**Clock network drawn from the DEF**

Bar = 20 µm.
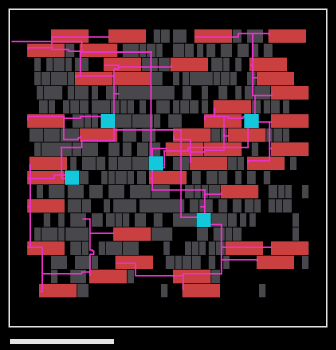
**Signal wires by layer**

Bar = 20 µm. Two of the layers only.
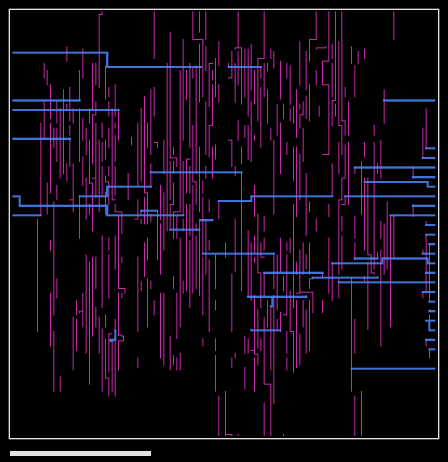
**Register map, names as in the netlist**

Bar = 20 µm. Other sequential cells in the stronger gray, the rest of the logic in the fainter gray.
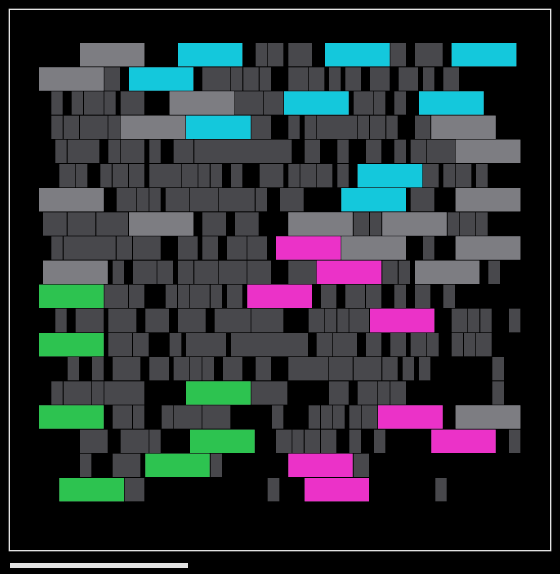
**Clock routing**

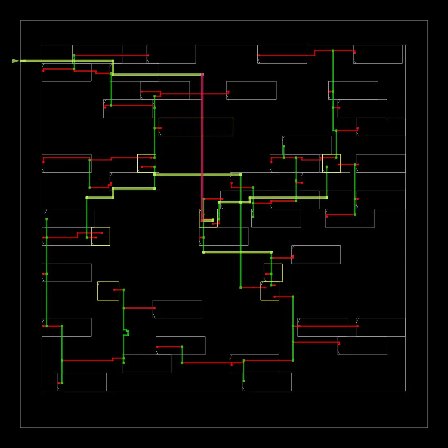
**Placed cells, one color a class**

Fill, decap, tap and diode cells in gray.
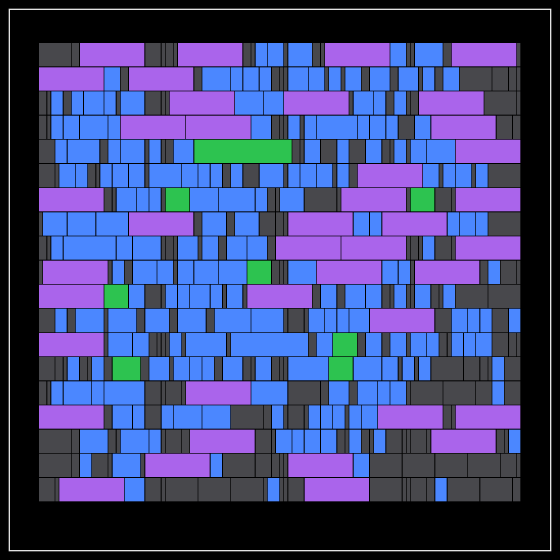
## config.mk

```make
export PLATFORM = sky130hd
export DESIGN_NAME = mult_leak_sweep_driver
export DESIGN_NICKNAME = d
export VERILOG_FILES = /design/src/rtl/mult_leak_sweep_driver_pkg.sv /design/src/rtl/mult_leak_sweep_driver_timer.sv /design/src/rtl/mult_leak_sweep_driver.sv
export SDC_FILE = /design/constraint.sdc
export NUM_CORES = 1
export LEC_CHECK = 0
export CAP_MARGIN = 15
export CORE_MARGIN = 3
export CORE_UTILIZATION = 67
export CTS_CLUSTER_DIAMETER = 30
export DETAILED_ROUTE_END_ITERATION = 16
export DONT_BUFFER_PORTS = 1
export GPL_ROUTABILITY_DRIVEN = 1
export HOLD_SLACK_MARGIN = 0.15
export PLACE_DENSITY = 0.89
export SETUP_SLACK_MARGIN = 0.15
export SYNTH_ARGS = -nofsm -noshare
export SYNTH_HDL_FRONTEND = slang
export SYNTH_SLANG_ARGS = --single-unit
```

## constraint.sdc

```tcl
create_clock -name clk -period 4.55 [get_ports clk]
set_input_delay 0.91 -clock clk [delete_from_list [all_inputs] [get_ports clk]]
set_output_delay 0.91 -clock clk [all_outputs]
set_load 0.01 [all_outputs]
```

## src/rtl/mult_leak_sweep_driver_pkg.sv

```systemverilog
// Shared state encoding, default timing constants and sizing helper for the
// multiplier leak sweep driver.
package mult_leak_sweep_driver_pkg;

  typedef enum logic [2:0] {
    ST_IDLE   = 3'd0,
    ST_ISSUE  = 3'd1,
    ST_WAIT   = 3'd2,
    ST_GAP    = 3'd3,
    ST_FINISH = 3'd4
  } sweepState_e;

  localparam int DEFAULT_TIMEOUT    = 64;
  localparam int DEFAULT_GAP_CYCLES = 2;

  // One counter serves both the WAIT timeout and the GAP, so size it for the larger.
  function automatic int timerWidth(input int timeout, input int gapCycles);
    int maxCount;
    maxCount = (timeout > gapCycles) ? timeout : gapCycles;
    return (maxCount < 2) ? 1 : $clog2(maxCount + 1);
  endfunction

endpackage

```

## src/rtl/mult_leak_sweep_driver_timer.sv

```systemverilog
// Shared WAIT/GAP cycle counter: cleared by load, advanced by en, and flags
// when it sits on the limit selected by the sequencer.
module mult_leak_trial_timer #(
  parameter int CW = 4
) (
  input  logic          clk,
  input  logic          rst,
  input  logic          load,
  input  logic          en,
  input  logic [CW-1:0] limit,
  output logic [CW-1:0] count,
  output logic          expired
);

  logic [CW-1:0] count_r;

  // Cycle counter; load has priority so a new phase always starts from zero.
  always_ff @(posedge clk) begin
    if (!rst) begin
      count_r <= {CW{1'b0}};
    end else if (load) begin
      count_r <= {CW{1'b0}};
    end else if (en) begin
      count_r <= count_r + CW'(1'b1);
    end else begin
      count_r <= count_r;
    end
  end

  assign count   = count_r;
  assign expired = (count_r == limit);

endmodule

```

## src/rtl/mult_leak_sweep_driver.sv

```systemverilog
// Sweep sequencer for the two-copy multiplier leak tester: walks every operand
// index, issues one start per trial and accumulates the leak/timeout results.
module mult_leak_sweep_driver
  import mult_leak_sweep_driver_pkg::*;
#(
  parameter int WIDTH      = 4,
  parameter int TIMEOUT    = DEFAULT_TIMEOUT,
  parameter int GAP_CYCLES = DEFAULT_GAP_CYCLES
) (
  input  logic               clk,
  input  logic               rst,
  input  logic               run,
  output logic               start,
  output logic [WIDTH-1:0]   multiplierOne,
  output logic [WIDTH-1:0]   multiplicandOne,
  output logic [WIDTH-1:0]   multiplierTwo,
  output logic [WIDTH-1:0]   multiplicandTwo,
  input  logic               timingLeakDone,
  input  logic               timingLeak,
  output logic               busy,
  output logic               sweepDone,
  output logic               leakFound,
  output logic [2*WIDTH:0]   leakCount,
  output logic [2*WIDTH-1:0] firstLeakIdx,
  output logic               timeoutErr,
  output logic [2*WIDTH-1:0] curIdx
);

  localparam int IW = 2 * WIDTH;
  localparam int CW = timerWidth(TIMEOUT, GAP_CYCLES);
  localparam logic [CW-1:0] WAIT_LAST = CW'(TIMEOUT - 1);
  localparam logic [CW-1:0] GAP_LAST  = CW'(GAP_CYCLES - 1);

  sweepState_e   state_r;
  logic          start_r;
  logic          busy_r;
  logic          sweepDone_r;
  logic          leakFound_r;
  logic          timeoutErr_r;
  logic [IW:0]   leakCount_r;
  logic [IW-1:0] firstLeakIdx_r;
  logic [IW-1:0] curIdx_r;

  logic          timerLoad_s;
  logic          timerEn_s;
  logic          timerExpired_s;
  logic          sample_s;
  logic [CW-1:0] timerLimit_s;
  logic [CW-1:0] timerCount_s;

  mult_leak_trial_timer #(.CW(CW)) trialTimer (
    .clk     (clk),
    .rst     (rst),
    .load    (timerLoad_s),
    .en      (timerEn_s),
    .limit   (timerLimit_s),
    .count   (timerCount_s),
    .expired (timerExpired_s)
  );

  // Timer control; counter 0 of WAIT ignores a done level left over from the previous trial.
  always_comb begin
    timerLoad_s  = 1'b0;
    timerEn_s    = 1'b0;
    timerLimit_s = WAIT_LAST;
    sample_s     = 1'b0;
    case (state_r)
      ST_ISSUE: begin
        timerLoad_s = 1'b1;
      end
      ST_WAIT: begin
        sample_s    = timingLeakDone && (timerCount_s != {CW{1'b0}});
        timerLoad_s = sample_s || timerExpired_s;
        timerEn_s   = 1'b1;
      end
      ST_GAP: begin
        timerEn_s    = 1'b1;
        timerLimit_s = GAP_LAST;
      end
      default: begin
        timerLoad_s = 1'b0;
      end
    endcase
  end

  // Sweep FSM with registered start/busy and sticky result registers.
  always_ff @(posedge clk) begin
    if (!rst) begin
      state_r        <= ST_IDLE;
      start_r        <= 1'b0;
      busy_r         <= 1'b0;
      sweepDone_r    <= 1'b0;
      leakFound_r    <= 1'b0;
      timeoutErr_r   <= 1'b0;
      leakCount_r    <= {(IW + 1){1'b0}};
      firstLeakIdx_r <= {IW{1'b0}};
      curIdx_r       <= {IW{1'b0}};
    end else begin
      case (state_r)
        ST_IDLE: begin
          if (run) begin
            sweepDone_r    <= 1'b0;
            leakFound_r    <= 1'b0;
            timeoutErr_r   <= 1'b0;
            leakCount_r    <= {(IW + 1){1'b0}};
            firstLeakIdx_r <= {IW{1'b0}};
            curIdx_r       <= {IW{1'b0}};
            start_r        <= 1'b1;
            busy_r         <= 1'b1;
            state_r        <= ST_ISSUE;
          end
        end
        ST_ISSUE: begin
          start_r <= 1'b0;
          state_r <= ST_WAIT;
        end
        ST_WAIT: begin
          if (sample_s) begin
            if (timingLeak) begin
              leakCount_r <= leakCount_r + {{IW{1'b0}}, 1'b1};
              if (!leakFound_r) begin
                leakFound_r    <= 1'b1;
                firstLeakIdx_r <= curIdx_r;
              end
            end
            state_r <= ST_GAP;
          end else if (timerExpired_s) begin
            timeoutErr_r <= 1'b1;
            state_r      <= ST_FINISH;
          end
        end
        ST_GAP: begin
          if (timerExpired_s) begin
            if (&curIdx_r) begin
              state_r <= ST_FINISH;
            end else begin
              curIdx_r <= curIdx_r + {{(IW - 1){1'b0}}, 1'b1};
              start_r  <= 1'b1;
              state_r  <= ST_ISSUE;
            end
          end
        end
        ST_FINISH: begin
          sweepDone_r <= 1'b1;
          busy_r      <= 1'b0;
          state_r     <= ST_IDLE;
        end
        default: begin
          start_r <= 1'b0;
          busy_r  <= 1'b0;
          state_r <= ST_IDLE;
        end
      endcase
    end
  end

  assign start        = start_r;
  assign busy         = busy_r;
  assign sweepDone    = sweepDone_r;
  assign leakFound    = leakFound_r;
  assign timeoutErr   = timeoutErr_r;
  assign leakCount    = leakCount_r;
  assign firstLeakIdx = firstLeakIdx_r;
  assign curIdx       = curIdx_r;

  assign {multiplierOne, multiplicandOne} = curIdx_r;
  assign {multiplierTwo, multiplicandTwo} = ~curIdx_r;

endmodule

```

==> impl_metrics.env <==
# physical design summary
export IMPL_filler_cell_count=228
export IMPL_delay_of_the_slowest_cell_on_the_worst_path_ns=0.62
export IMPL_final_min_clock_period_ns=2.29
export IMPL_leakagePower_nw=0.738
export IMPL_antenna_violations_before_repair=0
export IMPL_r2r_start="state_r[1]"
export IMPL_critical_path_arrival_ns=2.52
export IMPL_timing_hold_ws_ns=0.512
export IMPL_post_route_drc_count=0
export IMPL_synthesis_nets=263
export IMPL_initCoreUtil_pct=71.7
export IMPL_cellPowerDensity_nw_per_um2=332
export IMPL_avgViaCountPerCell=6.23
export IMPL_dp_cells=270
export IMPL_setup_repair_after_global_routing_missed_its_margin="no"
export IMPL_hold_class="reg -> reg"
export IMPL_diodes=0
export IMPL_buffers_inserted_by_post_cts_timing_repair=0
export IMPL_hpwl_mm=2.90
export IMPL_placed_cell_area_um2=1960
export IMPL_ys_cells=254
export IMPL_clockBufferDepth=2
export IMPL_floorplan_rows=19
export IMPL_worst_setup_hold_path_clk_slew_ns=0.13
export IMPL_finalSetupTns_ns=0
export IMPL_design_area_um2=2050
export IMPL_pin_count_of_the_biggest_net_entering_global_routing=22
export IMPL_cts_buffers_inserted=5
export IMPL_end_kind="register"
export IMPL_io_count=51
export IMPL_drt_first_pass_iters=4
export IMPL_drv_cap=0
export IMPL_status="completed"
export IMPL_die_h_um=60.8
export IMPL_top_area_cell_type_share_of_the_netlist_area_pct=39.8
export IMPL_synth_top_cells_by_area="dfxtp_1 40%, o21ai_0 8.0%, nand2_1 7.5%"
export IMPL_detailedRoute_firstIterationViolations=115
export IMPL_overflow=0
export IMPL_netlist_instances=254
export IMPL_stdcell_count=278
export IMPL_period_used_pct=50.4
export IMPL_design_power_total_mw=0.678
export IMPL_cts_tree="yes"
export IMPL_number_of_global_route_vias_before_repair=1539
export IMPL_layout_drive_gt1_share_pct=6.88
export IMPL_synth_flop_count=40
export IMPL_utilization_pct=72.9
export IMPL_critPathLaunchType="register"
export IMPL_critical_path_cell_chain="nor3b_1 -> o2111ai_1 -> a22oi_1 -> o21ai_0"
export IMPL_area_growth_pct=1.68
export IMPL_cts_htree_levels=2
export IMPL_ys_area_um2=2010
export IMPL_ant_nets=0
export IMPL_synth_area_per_cell_um2=7.92
export IMPL_timing_rr_end="firstLeakIdx[1]"
export IMPL_drt_wl_cell_um=14.8
export IMPL_ys_types=46
export IMPL_grt_pass1_wl_mm=6.73
export IMPL_netlist_top_cells_count="40 x dfxtp_1, 40 x nand2_1, 32 x o21ai_0"
export IMPL_enable_flop_cells=0
export IMPL_drv_slew=0
export IMPL_numPortBuffers=0
export IMPL_fmax_mhz=436
export IMPL_die_area_um2=3700
export IMPL_whs_path_depth=2
export IMPL_grt_usage_pct=23.7
export IMPL_clockRootBuffer="clkbuf_4"
export IMPL_vdd_drop_max_mv=0.280
export IMPL_setup_ws_ns=2.26
export IMPL_sequential_fraction_of_the_synthesis_area_pct=39.8
export IMPL_post_synth_top_area_cell="dfxtp_1"
export IMPL_drt_wl_total_mm=4.12
export IMPL_hp_start="firstLeakIdx[6]"
export IMPL_finish_net_count=255
export IMPL_vias=1732
export IMPL_max_slew_worst_pin_slew_ns=0.653
export IMPL_slew_headroom_pct=56.0
export IMPL_final_setup_viol_count=0
export IMPL_yosys_most_used_dff="dfxtp_1"
export IMPL_post_place_ws_ns=2.14
export IMPL_placer_congestion_estimate=0.804
export IMPL_finalHoldViolCount=0
export IMPL_largest_reg_flops=9
About 'clock network drawn from the DEF':
cells driving clock nets -> cyan  # count 5
clock wires -> magenta  # length 464 µm
flip-flops -> red  # count 40
flops lie = all over the die
routed clock nets = 6

About 'signal wires by layer':
met2 -> magenta  # wire length 1980 µm
met3 -> blue  # wire length 304 µm

About 'register map, names as in the netlist':
trialTimer.count -> green  # placed flops 7, where bottom left
curIdx -> magenta  # placed flops 8
leakCount -> cyan  # placed flops 9
not colored = 16

About 'clock routing':
Power Clock: 0.242 mW
Seq cells: 40
CTS sink cnt: 40
clock tree skew after final layout: 0.00986 ns
Clk Latency, worst-skew pair: 0.35 ns

About 'placed cells, one color a class':
flops -> purple  # cells 40, share of their area 40%
clock drivers and dummy loads -> green  # cells 8, share of their area 4.2%
all other logic -> blue  # cells 199, share of their area 56%

cell type report:
cell class | count | area (µm²) | area share [%]
inverters | 13 | 48.8 | 2.39
clock buffers | 5 | 37.5 | 1.83
clock inverters | 3 | 46.3 | 2.26
multi-input cells | 186 | 1070 | 52.5
well taps | 31 | 38.8 | 1.90
flip-flops and latches | 40 | 801 | 39.1
routing by layer:
metal  track usage, %  routed length (µm)
met4             7.12                  21
met2             39.4                1980
met3             7.23                 304
met1             29.6                1810
met5                0                   0
report_power, final:
part,total [mW],internal (mW),switching [mW]
registers,0.371,0.357,0.0138
clock network,0.242,0.117,0.125
logic,0.0653,0.0236,0.0416
logic make-up (layout without fill, tap and decap cells):
logic type               count (synthesis)  count (layout)  share of synthesized area (%)
AND/OR/NAND/NOR                        113             113                           28.2
AND-OR/OR-AND                           57              57                           17.5
flip-flops                              40              40                           39.8
buffers and inverters                   28              21                           6.84
XOR/XNOR                                12              12                           5.22
adder cells (fa/ha/maj)                  4               4                           2.49
layout by cell type (no fill, tap or decap), types with 3 or more instances in the layout:
| cell | Yosys | routed |
|---|---|---|
| ha_1 | 4 | 4 |
| nand3_1 | 8 | 8 |
| o21ai_0 | 32 | 32 |
| nand2_1 | 40 | 40 |
| xnor2_1 | 5 | 5 |
| dfxtp_1 | 40 | 40 |
| a21oi_1 | 8 | 8 |
| and2_1 | 3 | 3 |
| inv_1 | 13 | 13 |
| clkbuf_4 | 0 | 5 |
| a21boi_0 | 3 | 3 |
| nand4_1 | 6 | 6 |
| nor2_1 | 30 | 30 |
| and3_1 | 6 | 6 |
| xor2_1 | 7 | 7 |
worst max-delay path: cells and delay by family (launching register included):
family / cells / cell delay (ns)
simple gates: 1 / 0.53
flops: 1 / 0.62
compound gates: 3 / 1.03
Power figures rest on the tool's default switching activity, not on a simulated workload.
